Fig. 1: run 1, routed clock nets over the placement
Scale bar: 100 um.
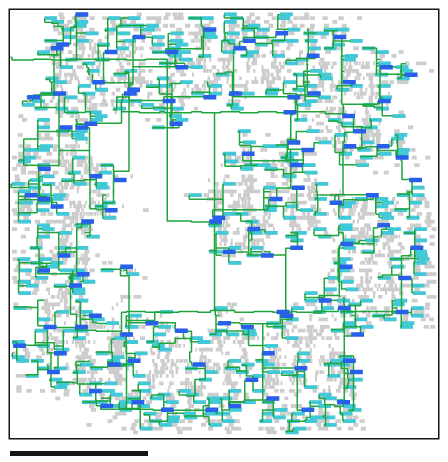
Fig. 2: run 1, wiring by layer
Scale bar: 100 um.
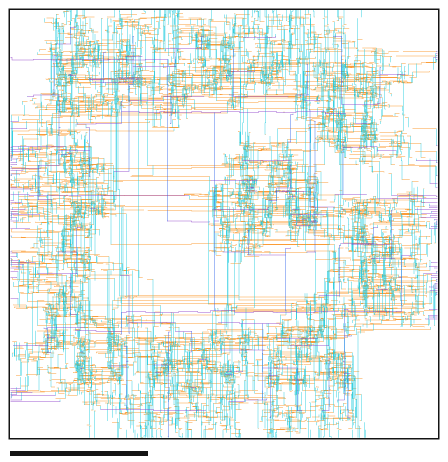
Fig. 3: run 1, sequential cells grouped by signal name
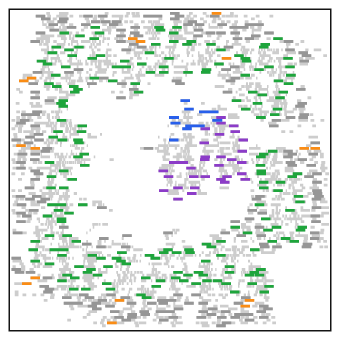
File: config.mk
export PLATFORM = sky130hd
export DESIGN_NAME = freq_meter_array_flat
export DESIGN_NICKNAME = d
export VERILOG_FILES = /design/src/rtl/freq_meter_pkg.sv /design/src/rtl/freq_meter_array_if.sv /design/src/rtl/freq_chan.sv /design/src/rtl/freq_meter_array.sv /design/src/flat_wrapper.sv
export SDC_FILE = /design/constraint.sdc
export NUM_CORES = 1
export LEC_CHECK = 0
export CAP_MARGIN = 40
export CORE_UTILIZATION = 25
export CTS_CLUSTER_DIAMETER = 40
export CTS_CLUSTER_SIZE = 30
export DETAILED_ROUTE_END_ITERATION = 10
export GPL_TIMING_DRIVEN = 0
export PLACE_DENSITY_LB_ADDON = 0.2
export SLEW_MARGIN = 10
export SYNTH_ARGS = -nofsm -noshare
export SYNTH_HDL_FRONTEND = slang
export SYNTH_SLANG_ARGS = --single-unit
File: constraint.sdc
create_clock -name clk_clk -period 22.7 [get_ports clk_clk]
set_input_delay 4.54 -clock clk_clk [delete_from_list [all_inputs] [get_ports clk_clk]]
set_output_delay 4.54 -clock clk_clk [all_outputs]
set_load 0.01 [all_outputs]
File: src/rtl/freq_meter_pkg.sv
// freq_meter_pkg: shared FSM states and gate-length helper for the frequency meter
package freq_meter_pkg;
    typedef enum logic {IDLE, GATE} state_t;
    function automatic logic [31:0] gate_len(input logic [31:0] base, input logic [1:0] sel);
        return base >> sel;
    endfunction
endpackage

File: src/rtl/freq_meter_array_if.sv
// freq_meter_array_if: pulse inputs, window control and latched result bus of the meter
interface freq_meter_array_if #(
    parameter int CHANNELS = 8,
    parameter int CNT_W = 24
);
    logic [CHANNELS-1:0] sig_in;
    logic enable;
    logic [1:0] gate_sel;
    logic [CHANNELS*CNT_W-1:0] freq_out;
    logic [CHANNELS-1:0] ovf_out;
    logic update;
    logic busy;
    modport master (output sig_in, enable, gate_sel, input freq_out, ovf_out, update, busy);
    modport slave (input sig_in, enable, gate_sel, output freq_out, ovf_out, update, busy);
endinterface

File: src/rtl/freq_chan.sv
// freq_chan: one channel -- synchroniser, rise detect, saturating edge counter with overflow flag
module freq_chan #(
    parameter int CNT_W = 24,
    parameter int SYNC_STAGES = 2
) (
    input logic clk,
    input logic rst,
    input logic sig,
    input logic clear,
    input logic last,
    output logic [CNT_W-1:0] result,
    output logic ovf
);
    logic [SYNC_STAGES-1:0] sync;
    logic sync_d;
    logic [CNT_W-1:0] cnt;
    logic flag;
    logic rise;
    logic sat;
    assign rise = sync[SYNC_STAGES-1] & ~sync_d;
    assign sat = &cnt;
    // result already includes this cycle's rise so a boundary rise lands in the closing window
    assign result = cnt + CNT_W'(rise && !sat);
    assign ovf = flag | (rise & sat);
    // synchronise the input, count rises, restart at window end or while idle/aborting
    always_ff @(posedge clk or posedge rst)
        if (rst) begin
            sync <= '0;
            sync_d <= 1'b0;
            cnt <= '0;
            flag <= 1'b0;
        end else begin
            sync <= {sync[SYNC_STAGES-2:0], sig};
            sync_d <= sync[SYNC_STAGES-1];
            if (clear || last) begin
                cnt <= '0;
                flag <= 1'b0;
            end else if (rise) begin
                cnt <= result;
                flag <= ovf;
            end
        end
endmodule

File: src/rtl/freq_meter_array.sv
// freq_meter_array: N-channel frequency meter with common gate window and latched export bus
module freq_meter_array
    import freq_meter_pkg::*;
#(
    parameter int CHANNELS = 8,
    parameter int CNT_W = 24,
    parameter int GATE_CYCLES = 50_000_000,
    parameter int SYNC_STAGES = 2
) (
    input logic clk_clk,
    input logic reset_reset,
    freq_meter_array_if.slave bus
);
    state_t state, next;
    logic [31:0] gate_cnt;
    logic [31:0] win_len;
    logic last;
    logic clear;
    logic [CHANNELS*CNT_W-1:0] result;
    logic [CHANNELS-1:0] ovf;
    assign last = state == GATE && gate_cnt == win_len - 32'd1;
    assign clear = state == IDLE || !bus.enable;
    assign bus.busy = state == GATE;
    for (genvar i = 0; i < CHANNELS; i++) begin : g_chan
        freq_chan #(.CNT_W(CNT_W), .SYNC_STAGES(SYNC_STAGES)) u_chan (
            .clk(clk_clk),
            .rst(reset_reset),
            .sig(bus.sig_in[i]),
            .clear(clear),
            .last(last),
            .result(result[i*CNT_W +: CNT_W]),
            .ovf(ovf[i])
        );
    end
    // state register
    always_ff @(posedge clk_clk or posedge reset_reset)
        if (reset_reset) state <= IDLE;
        else state <= next;
    // windows run back to back while enabled; dropping enable ends or aborts the window
    always_comb begin
        next = IDLE;
        if (bus.enable) next = GATE;
    end
    // gate counter; window length is sampled only when a window starts
    always_ff @(posedge clk_clk or posedge reset_reset)
        if (reset_reset) begin
            gate_cnt <= '0;
            win_len <= 32'(GATE_CYCLES);
        end else begin
            gate_cnt <= (clear || last) ? '0 : gate_cnt + 32'd1;
            if (state == IDLE || last) win_len <= gate_len(32'(GATE_CYCLES), bus.gate_sel);
        end
    // publish results and pulse update the cycle after the last window cycle
    always_ff @(posedge clk_clk or posedge reset_reset)
        if (reset_reset) begin
            bus.freq_out <= '0;
            bus.ovf_out <= '0;
            bus.update <= 1'b0;
        end else begin
            bus.update <= last;
            if (last) begin
                bus.freq_out <= result;
                bus.ovf_out <= ovf;
            end
        end
endmodule

File: src/flat_wrapper.sv
// flat-port wrapper written by rule: the top's interface ports become plain ports
module freq_meter_array_flat import freq_meter_pkg::*;
#(
    parameter int CHANNELS = 8,
    parameter int CNT_W = 24,
    parameter int GATE_CYCLES = 50_000_000,
    parameter int SYNC_STAGES = 2
)
  (clk_clk, reset_reset, bus_sig_in, bus_enable, bus_gate_sel, bus_freq_out, bus_ovf_out, bus_update, bus_busy);
  freq_meter_array_if #(.CHANNELS(CHANNELS), .CNT_W(CNT_W)) bus_i ();
  input logic clk_clk;
  input logic reset_reset;
  input wire logic [$bits(bus_i.sig_in)-1:0] bus_sig_in;
  input wire logic [$bits(bus_i.enable)-1:0] bus_enable;
  input wire logic [$bits(bus_i.gate_sel)-1:0] bus_gate_sel;
  output wire logic [$bits(bus_i.freq_out)-1:0] bus_freq_out;
  output wire logic [$bits(bus_i.ovf_out)-1:0] bus_ovf_out;
  output wire logic [$bits(bus_i.update)-1:0] bus_update;
  output wire logic [$bits(bus_i.busy)-1:0] bus_busy;
  assign bus_i.sig_in = bus_sig_in;
  assign bus_i.enable = bus_enable;
  assign bus_i.gate_sel = bus_gate_sel;
  assign bus_freq_out = bus_i.freq_out;
  assign bus_ovf_out = bus_i.ovf_out;
  assign bus_update = bus_i.update;
  assign bus_busy = bus_i.busy;
  freq_meter_array #(.CHANNELS(CHANNELS), .CNT_W(CNT_W), .GATE_CYCLES(GATE_CYCLES), .SYNC_STAGES(SYNC_STAGES)) u_core (.clk_clk(clk_clk), .reset_reset(reset_reset), .bus(bus_i));
endmodule
==> run summary, run 1 <==
Results of the flow run.

Leaving out fill and tap cells, the most frequent cell in the layout is sky130_fd_sc_hd__dfrtp_1. The remaining global-route overflow stands at 0. The worst path required time stands at 18.16 ns. The area share of and-or/or-and cells after synthesis stands at 0.00801. In the synthesized netlist, the dominant kind of combinational cell is simple AND/OR/NAND/NOR gates.

Entering global routing, the biggest net connects between 100 and 150 pins. The timing report gives the clock slew at the launch and capture registers of the worst setup and hold paths as 0.05 ns. The non-clock buffering overhead in the final layout stands at 0.0980. met2 is the most crowded layer. The aggregate global-route resource usage stands at 0.142. The total number of sequential cells stands at around 470. The signal on the critical path passes through clkdlybuf4s50_1.

The detailed-routing wirelength on met1 stands at 31.5 mm. After clock tree synthesis, the flow added hold-fix buffers numbering 0. The internal power of the cells stands at 1880 uW. The final net count stands at 2592. The floorplan report gives the top-level pin count as 215. The total non-filler cell area in the finished layout stands at approximately 31000 sq um. The core box area stands at between 90000 and 100000 sq um. Post-CTS repair changed the size of 0 cells. The post-synthesis average cell area stands at 10.6 sq um.

On the worst path, the slowest cell contributes a delay of roughly 0.61 ns. The adder-cell share of the synthesized area stands at 0.00955. The arrival time at the worst endpoint stands at 1.81 ns. The area figure in the yosys stat output stands at 23600 sq um.

The distinct cell type count after synthesis stands at 49. Per the gpl log, the routability congestion estimate is 0.792. The completed layout was analyzed and its total power is about 2500 uW.

Synthesis produced 2227 cells. Routed signal wires occupy layers up through met4. The final hold violation count stands at 0. Per the timing report, the most critical flop-to-flop path finishes at u_core.bus.freq_out[140]. Across all stage logs, warnings added up to 28. Per Yosys stat, the portion of area used by sequential elements is 0.498. The largest registers in the layout are u_core.bus.freq_out (192), u_core.g_chan.u_chan.cnt (192), u_core.gate_cnt (32). The clock buffer count from CTS stands at roughly 100. Per the layout area report, the sequential fraction of cell area is 0.376. Checking hold timing, the worst path is listed with class flip-flop to flip-flop. Counting the inverters off the clock network in the layout gives 33. By area the synthesized netlist is led by sky130_fd_sc_hd__dfrtp_1, sky130_fd_sc_hd__mux2_2, sky130_fd_sc_hd__xnor2_1. The well-tap cell count stands at between 1k and 1.5k. The maximum level of the CTS H-tree stands at 3. The violation count after the first detailed-route iteration stands at 943. The layout report gives the multi-input gate share of total cell area as 0.354. Setup repair after global routing left no endpoint under its margin. In the global route stage, met3 resource usage came out at 0.0314.

In the final layout, the multi-input gates occupy around 11000 sq um. Measured on the final layout, the clock distribution area share stands at 0.117. Post-synth the commonest register cell is sky130_fd_sc_hd__dfrtp_1. The final report lists the setup-violating endpoint count as 0. According to the dpl log, the detail-placed design has an HPWL of 46.8 mm. The critical path's slowest stage uses the library cell sky130_fd_sc_hd__clkdlybuf4s50_1. The run finished with clean final reports. Of the post-synthesis cell area, the part taken by muxes is 0.107.

The antenna cell count stands at 0. The time the worst path needs with I/O delays and setup stands at 6.35 ns. STA classifies the critical path endpoint as an output port. The total DRC errors in the routed layout stands at 0. The share of final-layout standard cells stronger than drive strength 1 stands at 0.170. The report puts the cell count of the worst reg-to-reg path at 13.

The worst hold path terminates at u_core.g_chan[0].u_chan.sync[1]. In this run, placement finished with an instance count of between 3k and 4k. The number of nets in the synthesized netlist is 2258. The deepest clock path buffer count stands at 3. Counting both buffers and inverters, the worst setup path holds a total of 1. The clock latency on the worst-skew pair stands at 0.66 ns. According to the timing report, the critical path is captured at bus_busy.

The global routing report lists met1 layer usage as 0.193. The y dimension of the die stands at just over 300 um. The most common cell in the synthesized netlist is sky130_fd_sc_hd__dfrtp_1. Per the repair_timing log after CTS, setup buffers inserted total 0.

The remaining antenna violation count after routing stands at 0. The reported net switching power stands at 576 uW. The share of synthesized registers carrying an async set or reset stands at 1.00. The number of filler instances in the final layout stands at 9508. The placement-stage cell area stands at approximately 28000 sq um. The via count of the first global-routing pass stands at between 15k and 20k. Counting the warning lines in the Yosys log gives 0.

The number of sinks handled by clock tree synthesis stands at about 470. The script extracted a total leakage power of 0.0129 uW. The post-synth design cell area stands at 23600 sq um. The share of the core filled with cells in the final layout stands at 0.334.

sky130_fd_sc_hd__dfrtp_1 takes more of the synthesized area than any other cell.
About Fig. 1:
[clock-net drivers] blue | count: 104
[clock wires] green | length: 8330 um
[flip-flops] cyan | count: 469
routed clock nets	105

About Fig. 2:
layer	color	wire length
M4	blue	1680 um
M3	purple	2950 um
M2	cyan	30.6 mm
M1	orange	31.5 mm
routed length per placed instance: 17.1 um
final wirelength: 66.7 mm

About Fig. 3:
name in the netlist	color	sequential cells
u_core.win_len	blue	11
u_core.g_chan.u_chan.cnt	green	192
u_core.gate_cnt	purple	32
u_core.g_chan.u_chan.sync	orange	16
not colored	218

==> run 1 -> run 2 <==
- clock period: 22.7 -> 5.7 ns (I/O delays scaled with it)
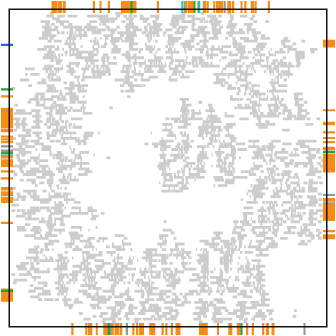
Fig. 4. Pin map (run 2).
Pins as bars across the die edge, other pins in gray.
port	color	pins	direction	edge
bus_freq_out	orange	192	output	51 north, 51 south, 46 west, 44 east
clk_clk	blue	1	input	west
bus_gate_sel	cyan	2	input	north
bus_sig_in	green	8	input	3 west, 2 north, 2 south, 1 east
vertical extent of the die: 309 um
count of buffers from port buffering: 214
die boundary width: 309 um

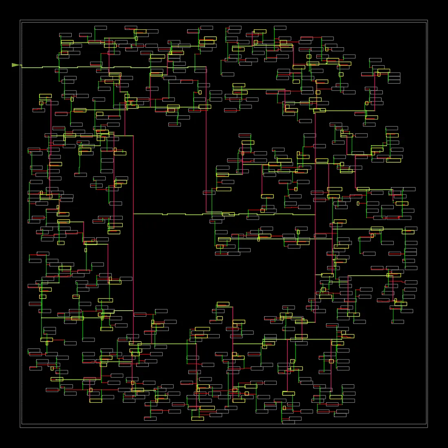
Fig. 5. Clock wiring as the flow saved it (run 2).
Seq Cell Count: 469
number of buffers created by CTS: 96
Clock Latency Late Sink: 0.64 ns

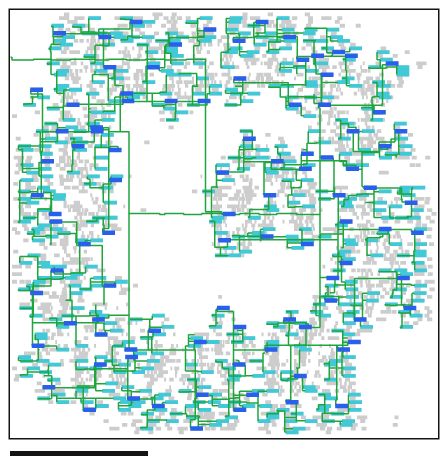
Fig. 6. Routed clock nets over the placement (run 2).
Scale bar: 100 um.
[clock wires] green | length: 8230 um
[flip-flops] cyan | count: 469
[clock-net drivers] blue | count: 96
flops lie	widely spread
routed clock nets	97
largest clock skew in the final design: 0.0212 ns
power consumed by the clock network: 5770 uW

==> run summary, run 2 <==
Results of the flow run.

The core box area stands at 93500 sq um (unchanged). The routed wirelength normalized by instance count stands at 17.0 um (-0.20%). The path class of the tightest hold or removal check is flip-flop to flip-flop. The aggregate global-route resource usage came to 0.141 (-0.00116). The post-synth design cell area came to 23600 sq um (unchanged). The share of synthesized registers carrying an async set or reset came to 1.00 (unchanged). The global routing stage identified its most utilized layer as met2.

The most used flip-flop cell after synthesis is sky130_fd_sc_hd__dfrtp_1. The number of standard cells after synthesis came to 2227 (unchanged). The slowest stage of the critical path belongs to the cell sky130_fd_sc_hd__nor4_1. The share of cell area taken by muxes after synthesis came to 0.107 (unchanged). The clock edge transition at the registers on the reported setup and hold paths stands at 0.05 ns (about the same). The arrival time at the worst endpoint stands at 4.38 ns (+2.57 ns). The distinct cell type count after synthesis was 49 (unchanged). The non-clock inverter total of the final layout is 33 (unchanged).

The adder-cell share of the synthesized area was 0.00955 (unchanged). The fraction of standard cell area that is sequential stands at 0.378 (+0.00147). The maximum cell stage delay along the critical path came to 0.69 ns (+0.08 ns). The placement-stage cell area stands at 27700 sq um (+0.59%). The global routing met3 resource utilization came to 0.0313 (-0.000137). The leakage power summed over all cells is 0.0128 uW (-0.38%). The clock share of power stands at 0.612. Per the synthesis report, the dominant area consumer among library cells is sky130_fd_sc_hd__dfrtp_1. The maximum level of the CTS H-tree stands at 3 (unchanged).

The quantity of hold-fixing buffers added after cts stands at 0 (unchanged). The violation count after the first detailed-route iteration is 962 (+2.0%). The number of sinks handled by clock tree synthesis is 469 (unchanged). The largest registers in the layout are u_core.bus.freq_out (192), u_core.g_chan.u_chan.cnt (192), u_core.gate_cnt (32).

The remaining global-route overflow stands at 0 (unchanged). For reference, the top cells by area after synthesis are sky130_fd_sc_hd__dfrtp_1, sky130_fd_sc_hd__mux2_2, sky130_fd_sc_hd__xnor2_1. The number of cells upsized or downsized after cts is 0 (unchanged).

The detailed-routing wirelength on met1 was 30.7 mm (-2.5%). The final hold violation count stands at 0 (unchanged). The detailed router used layers up to and including met4. The synthesis warning total stands at 0 (unchanged).

The post-CTS setup-driven buffer insertion count was 0 (unchanged). The proportion of cell area spent on the clock network stands at 0.108 (-0.00893). The global routing usage on met1 came to 0.187 (-0.00633).

The sequential-to-total area share from yosys stat stands at 0.498 (unchanged). For reference, the critical path cell chain is clkbuf_1 > nand4_1 > nor4_1 > and3_1 > nor2_1 > ha_1 > ha_1 > nand2_1 > or4_1 > clkbuf_1 > nor3_1 > xor2_1 > mux2_2. The combinational fraction of the cell area stands at 0.355 (+0.00138).

The area figure in the yosys stat output stands at 23600 sq um (unchanged). The flow ran to the end, and the final reports show no timing, DRC or antenna violations. The worst path required time stands at 6.21 ns (-11.95 ns). Among the non-sequential cells, simple AND/OR/NAND/NOR gates take the most area. The deepest clock path buffer count stands at 3 (unchanged).

The final net count came to 2594 (+0.077%). According to the timing report, the critical path is captured at u_core.bus.freq_out[140]. The largest net degree at the start of global routing was 38 (-64%). The die covers 95600 sq um. Power attributed to combinational cells is roughly 290 uW. The number of logged tool warnings stands at 27 (-3.6%). The area share of and-or/or-and cells after synthesis came to 0.00801 (unchanged). Setup repair after global routing left no endpoint under its margin. The internal power of the cells stands at 7280 uW (+290%). The top cell type in the final layout, fill and taps aside, is sky130_fd_sc_hd__dfrtp_1. The power after layout stands at 9430 uW (+280%). The number of placed I/O pins stands at 215 (unchanged). The placed instance count stands at 3719 (+0.27%).

The non-clock buffering overhead in the final layout is 0.104 (+0.00574). The final HPWL from detailed placement came to 47.5 mm (+1.6%). Hold analysis lists the worst path endpoint as u_core.g_chan[0].u_chan.sync[1]. The number of endpoints failing setup at the final stage was 0 (unchanged). The share of the core filled with cells in the final layout stands at 0.332 (-0.00130).

The depth of the worst register-to-register path stands at 13 (unchanged). The sum of buffers and inverters on the critical path stands at 2 (+1). The share of final-layout standard cells stronger than drive strength 1 stands at 0.165 (-0.00553). The synthesized net count came to 2258 (unchanged). The total non-filler cell area in the finished layout stands at 31100 sq um (-0.39%). The most frequently used library cell after synthesis is sky130_fd_sc_hd__dfrtp_1.

The via count of the first global-routing pass came to 18.6k (+0.60%). Subtracting the final worst setup slack from the clock period gives around 3.9 ns. The number of filler instances in the final layout stands at 9551 (+0.45%).
==> run 2 -> run 3 <==
- clock period: 5.7 -> 3.8 ns (I/O delays scaled with it)
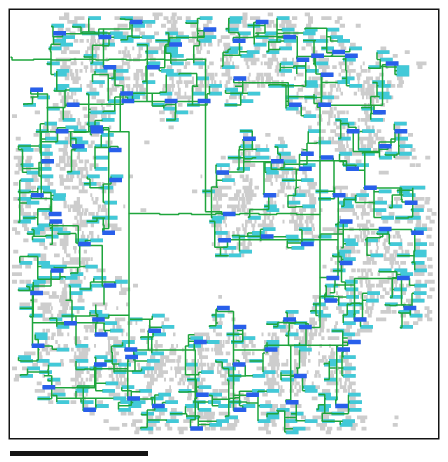
Fig. 7. Routed clock nets over the placement (run 3).
Scale bar: 100 um.
[clock wires] green | length: 8200 um
[flip-flops] cyan | count: 469
[clock-net drivers] blue | count: 96
routed clock nets	97
power consumed by the clock network: 8660 uW
Clk network pwr share: 0.612

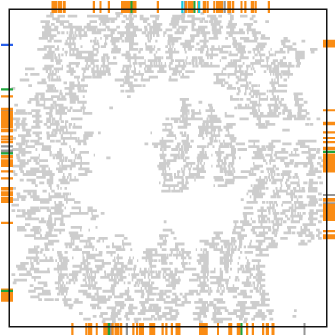
Fig. 8. Pin map (run 3).
Pins as bars across the die edge, other pins in gray.
port	color	pins	direction	edge
clk_clk	blue	1	input	west
bus_freq_out	orange	192	output	51 north, 51 south, 46 west, 44 east
bus_gate_sel	cyan	2	input	north
bus_sig_in	green	8	input	3 west, 2 north, 2 south, 1 east

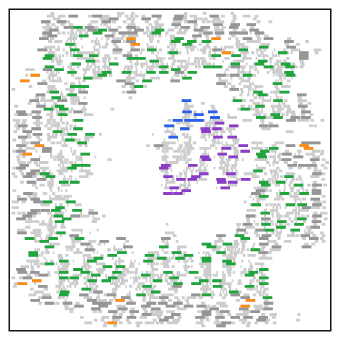
Fig. 9. Sequential cells grouped by signal name (run 3).
name in the netlist	color	sequential cells
u_core.g_chan.u_chan.sync	orange	16
u_core.g_chan.u_chan.cnt	green	192
u_core.gate_cnt	purple	32
u_core.win_len	blue	11
not colored	218

==> run summary, run 3 <==
Results of the flow run.

The run finished with clean final reports. The core box area stands at 93500 sq um (unchanged). Once detail routing completed, the nets flagged for antenna violations numbered 0. sky130_fd_sc_hd__dfrtp_1 is the most common cell in the netlist. The area figure in the yosys stat output stands at 23600 sq um (unchanged). Of the combinational cells, the family taking the most area is simple AND/OR/NAND/NOR gates. The detailed router used layers up to and including met4. In this run the critical register-to-register path is captured at u_core.bus.freq_out[183]. The global routing met3 resource utilization was 0.0313 (unchanged). The deepest clock path buffer count is 3 (unchanged). The tally of buffers added on design ports is 214 (unchanged). The post-synthesis average cell area stands at 10.6 sq um.

The post-route clock skew stands at 0.0221 ns (+0.000916 ns). The share of final-layout standard cells stronger than drive strength 1 stands at 0.170 (+0.00504). The worst path required time stands at 4.31 ns (-1.90 ns).

The remaining global-route overflow stands at 0 (unchanged). The maximum cell stage delay along the critical path stands at 0.52 ns (-0.17 ns). The final HPWL from detailed placement came to 47.5 mm (unchanged). The post-CTS setup-driven buffer insertion count stands at 0 (unchanged). The global routing usage on met1 was 0.187 (unchanged). The area share of and-or/or-and cells after synthesis stands at 0.00801 (unchanged). The quantity of hold-fixing buffers added after cts is 0 (unchanged). The number of sinks handled by clock tree synthesis came to 469 (unchanged). The sum of buffers and inverters on the critical path stands at 4 (+2). The clock edge transition at the registers on the reported setup and hold paths came to 0.05 ns (about the same).

The placement-stage cell area is 27700 sq um (unchanged). The share of cell area taken by muxes after synthesis is 0.107 (unchanged). The power after layout is 14100 uW (+50%). Looking at the global route congestion table, the highest-usage layer is met2. The combinational cell power was 429 uW (+51%). Ranked by total cell area, the synthesized netlist is headed by sky130_fd_sc_hd__dfrtp_1, sky130_fd_sc_hd__mux2_2, sky130_fd_sc_hd__xnor2_1. The arrival time at the worst endpoint is 4.02 ns (-0.36 ns). The number of placed I/O pins is 215 (unchanged). The fraction of standard cell area that is sequential stands at 0.377 (-0.00135). Counting only logic cells after layout, the most numerous master is sky130_fd_sc_hd__dfrtp_1. The number of cells upsized or downsized after cts is 3 (+3). The routed wirelength normalized by instance count stands at 17.0 um (about the same). The leakage power summed over all cells stands at 0.0129 uW (+0.47%). The post-synth design cell area stands at 23600 sq um (unchanged).

The violation count after the first detailed-route iteration stands at 922 (-4.2%). The share of synthesized registers carrying an async set or reset stands at 1.00 (unchanged). Looking at the cell usage after synthesis, the top flip-flop cell is sky130_fd_sc_hd__dfrtp_1. The y dimension of the die stands at 309 um (unchanged). The overall chip area stands at 95600 sq um (unchanged).

The share of the core filled with cells in the final layout was 0.334 (+0.00119). The distinct cell type count after synthesis stands at 49 (unchanged). The number of filler instances in the final layout is 9543 (-0.084%).

The die extent in x was 309 um (unchanged). The largest net degree at the start of global routing came to 38 (unchanged). The placed instance count came to 3719 (unchanged).

The combinational fraction of the cell area stands at 0.356 (+0.000656). The number of logged tool warnings stands at 27 (unchanged). The total number of sequential cells came to 469 (unchanged). In this run the VDD rail shows a maximum IR drop of 336 uV.

The sequential-to-total area share from yosys stat is 0.498 (unchanged). The non-clock inverter total of the final layout came to 33 (unchanged). The non-clock buffering overhead in the final layout stands at 0.105 (+0.00127). The synthesis warning total came to 0 (unchanged).

The aggregate global-route resource usage was 0.141 (about the same). The final hold violation count came to 0 (unchanged). STA shows the worst min-delay path finishing at u_core.g_chan[0].u_chan.sync[1]. The transition time at the pin with the least slew margin stands at slightly below 0.9 ns. The total non-filler cell area in the finished layout came to 31200 sq um (+0.36%). The number of endpoints failing setup at the final stage stands at 0 (unchanged).

The depth of the worst register-to-register path came to 10 (-3). The via count of the first global-routing pass was 18.6k (-0.021%). Setup repair after global routing left no endpoint under its margin.

The synthesized net count stands at 2258 (unchanged). The final net count is 2598 (+0.15%). The internal power of the cells was 10900 uW (+50%). The initial utilization of the core area, before any placement, comes to 0.252. The proportion of cell area spent on the clock network stands at 0.108 (-0.000387). Listed in order, past its start point the critical path passes clkbuf_1 > inv_1 > ha_1 > or4b_1 > xnor2_1 > nand4bb_1 > nor4b_1 > clkbuf_4 > buf_2 > mux2_2. The clock buffer count from CTS came to 96 (unchanged). In the final layout, the registers with the most flip-flops are u_core.bus.freq_out (192), u_core.g_chan.u_chan.cnt (192), u_core.gate_cnt (32). For the sequential group, total power comes out at 5060 uW. According to the hold report, the worst path is of the flip-flop to flip-flop type.

From synthesis to final layout, the design area changed by 32.1%. The detailed-routing wirelength on met1 came to 30.8 mm (+0.24%).
Power is estimated from default activity; no workload was simulated.
